**Placement by cell class**

Fill, decap, tap and diode cells in gray.
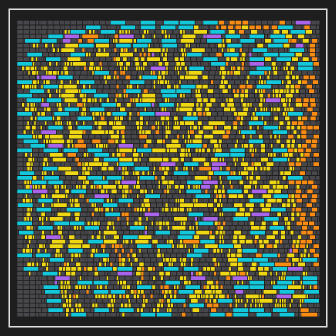
**I/O nets highlighted**

Bar = 50 microns.
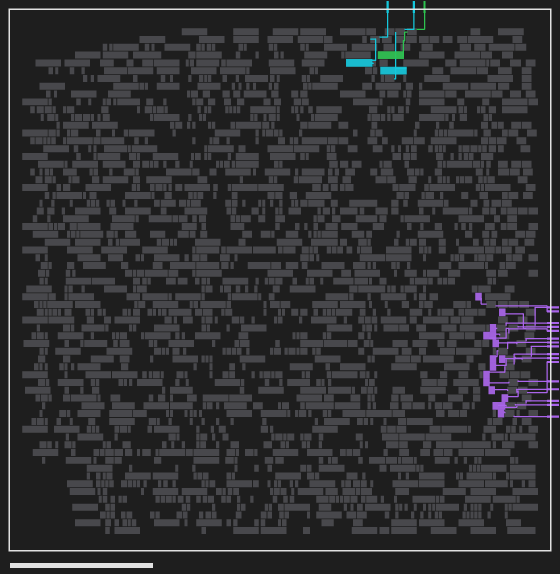
**Cell sizes after repair**

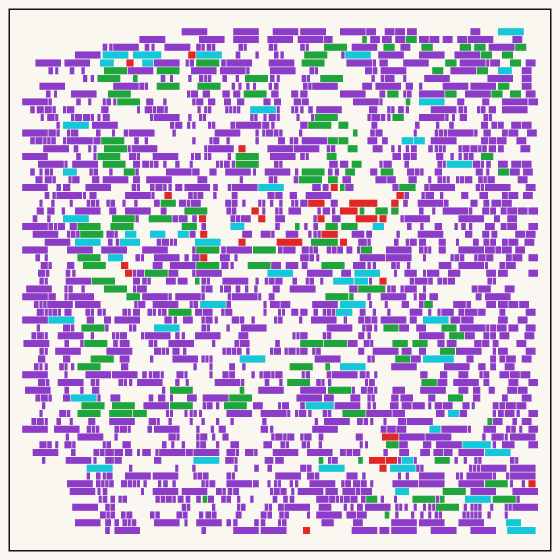
Design alu_stack_sequencer, sky130hd; sources not shown.
==> impl_metrics.yaml <==
# physical design summary
final_timing:
  slew_headroom: 0.249
  finalMaxSlewViolations: 0
  fin_crit_sh: 0.996
  finalSetupViolations: 0
  fin_skew_ns: 0.0416
  period_needed_ns: 5.28
  setup-tns-final_ns: 0
  hold_viol: 0
  worstMarginPinSlew_ns: 1.13
  fmax_mhz: 189
synthesis:
  syn-instance-count: 1607
  synth-edff-count: 0
  ys_seq_share: 0.384
  synth-warning-count: 0
  ys.flops: 225
  ys_cells: 1607
  synth_area_sq_mm: 0.0147
  netlist-cell-type-count: 57
  fp_nets: 1676
  synthFlopType: "dfrtp_1"
  yosys_area_sq_mm: 0.0147
global_route:
  grt_pass1_vias: 13649
  grtUsageTotal: 0.348
  grt_pass1_wl_microns: 92700
  grt_overflow: 0
  grt_max_degree: 66
  antenna_found_initial: 0
route:
  route.detailed.drc: 0
  first_pass_iters: 5
  ant_nets: 0
  routed_wl_microns: 63600
  drt_iter0_drc: 1639
  avgRoutedWirePerCell_microns: 28.9
critical_path:
  startpoint_type: "flop"
  crit_buf_inv: 6
  worstSetupEndpointType: "output pin"
  critical_path.top_delay_family: "buffers and inverters"
  cpMaxStageDelayCell: "nor3b_2"
  crit_arrival_ns: 4.22
  cp.depth: 14
  critPathMaxFanout: 11
  r2r_cells: 13
  cpPeakStageDelay_ns: 0.65
  rrSetupSlack_ns: 0.36
  critPathRequiredTime_ns: 4.24
  critPathKind: "reg2out"
  cp_cell_sequence: "buf_12 -> buf_16 -> clkinvlp_4 -> clkbuf_8 -> ha_4 -> buf_2 -> nor3b_2 -> a31oi_1 -> and3_1 -> and2_1 -> o2bb2ai_1 -> a22oi_1 -> nor2b_1 -> clkdlybuf4s50_1"
clocking:
  clk_pin_slew_ns: 0.06
  numCtsBuffers: 28
  cts_tree: "built"
  htreeDepth: 1
  clockBufferDepth: 3
  cts_hold_buf: 0
layout:
  stdcell_count: 2204
  largest_reg_flops: 128
  antenna_cells: 0
  post-route-util: 0.549
status:
  status: "finished, final reports clean"
place:
  dp_hpwl_microns: 47000
  post-place-ws_ns: -1.33
  place_congestion: 1.01
  dpl.cell_count: 2146
power:
  p_leak_nw: 6.41
  power.density_mw_per_mm2: 795
  ir_drop_v: 0.000308
job:
  warning_count: 37
die:
  die_x_microns: 188
  rows: 65
hold_path:
  hold_path.class: "in2async"
-- 'placement by cell class' (at the start) --
yellow -> remaining logic cells  # cells 1236, share of their area 50%
purple -> clock drivers and dummy loads  # cells 47, share of their area 5.1%
orange -> remaining buffers and delay cells  # cells 261, share of their area 11%
cyan -> sequential cells  # cells 225, share of their area 33%
flop share of the area: 0.322
Core ar.: 0.0319 sq mm

-- 'I/O nets highlighted' (at the start) --
cyan -> err_code  # direction output, edge top, end cells 2, wire 53.4 microns
purple -> alu_i0  # direction output, edge right, end cells 16, wire 297 microns
green -> err  # direction output, edge top, end cells 1, wire 18.9 microns
Ports: 102
number of port buffers: 100

-- 'cell sizes after repair' (at the start) --
green -> x2  # cells 137, share 7.7%
red -> x3 and x4  # cells 31, share 1.8%
purple -> x1 and smaller  # cells 1547, share 87%
cyan -> x6 and larger  # cells 54, share 3.1%
Signal buffers: 261
post-route setup slack: 0.0209 ns
synth-to-layout area growth: 19.4%
post-route cell area: 0.0175 sq mm

==> cells by family (layout without fill, tap and decap cells) <==
kind of cell / count (synthesis) / count (layout) / synth area share
XOR/XNOR: 9 / 9 / 0.00538
flip-flops: 225 / 225 / 0.384
buffers and inverters: 175 / 337 / 0.0507
AND-OR/OR-AND: 483 / 483 / 0.223
adder cells (fa/ha/maj): 31 / 31 / 0.0265
multiplexers: 132 / 132 / 0.147
AND/OR/NAND/NOR: 551 / 551 / 0.163
other: 1 / 1 / 0.000256
==> placed cells by master, fill, tap and decap left out, types with 30 or more instances in the layout <==
master           synthesis  final
o21ai_1                 27     30
a21oi_1                153    150
nand2_1                123    123
nor2b_1                 60     60
dfrtp_1                225    223
clkbuf_1                92     95
a22oi_1                167    167
ha_1                    31     30
mux2i_1                 46     44
nor2_1                 291    291
clkdlybuf4s50_1          0     99
mux4_2                  65     65
==> per-layer routing <==
layer	global-route usage	up-vias	routed length (microns)	part of all wire
met4	0.162	0	3640	0.057
met1	0.487	7108	26400	0.41
met3	0.0554	196	5290	0.083
met5	0	-	0	0
met2	0.536	926	28300	0.45
li1	-	6151	-	-
==> power breakdown <==
group	total (mW)	internal, mW	leakage, nW	switching (mW)
Combinational	8.94	3.53	3.35	5.41
Clock	1.87	1.08	0.430	0.789
Sequential	3.10	2.48	2.63	0.624
Total	13.9	7.09	6.41	6.82
==> cell usage after synthesis, drive strengths merged (2+ instances only) <==
cell type	number	area (sq um)
nor2	292	1100
xor2	3	26.3
a31oi	28	175
a211oi	3	22.5
a21boi	2	15.0
ha	31	388
nor3b	4	30.0
nor3	15	75.1
o311a	2	20.0
nor4	6	37.5
nand3b	7	52.6
nand4	7	43.8
o221a	2	22.5
a32oi	2	17.5
mux2	21	236
mux4	65	1460
mux2i	46	460
o2bb2ai	18	220
nand2	123	462
o21ai	59	318
buf	54	289
clkbuf	92	345
nor2b	60	375
a21o	2	15.0
o2111ai	13	114
a2111oi	2	17.5
nand2b	4	25.0
inv	29	109
a21oi	153	766
and3	7	43.8
o211ai	7	52.6
a22o	13	114
and2	2	12.5
dfrtp	225	5630
xnor2	6	52.6
nand3	22	110
a22oi	167	1250
==> per-stage QoR <==
| stage | instance area, sq um | power (mW) | hold WS [ns] |
|---|---|---|---|
| floorplan | 14700 | 7.89 | 0.440 |
| finish | 17500 | 13.9 | 0.410 |
| global placement | 16200 | 11.2 | 0.453 |
| global route | 17500 | 14.5 | 0.438 |
| detailed placement | 16300 | 11.3 | 0.463 |
| CTS | 17300 | 13.4 | 0.425 |
==> what timing repair did <==
| item | 4_1_cts | 5_1_grt |
|---|---|---|
| resized | 67 | 21 |
| pin swaps | 1 | 3 |
| cloned | 0 | 0 |
| setup endpoints to repair | 120 | 51 |
| buffers inserted | 2 | 11 |
==> layout make-up <==
type | instances | area, sq um
buffer | 144 | 748
clock buffer | 40 | 796
clock inverter | 7 | 71.3
fill | 2991 | 14400
inverter | 29 | 113
multi-input combinational | 1207 | 8400
sequential | 225 | 5630
tap | 435 | 544
timing repair buffer | 117 | 1190
No activity file was given, so power comes from the tool's default toggle rates.
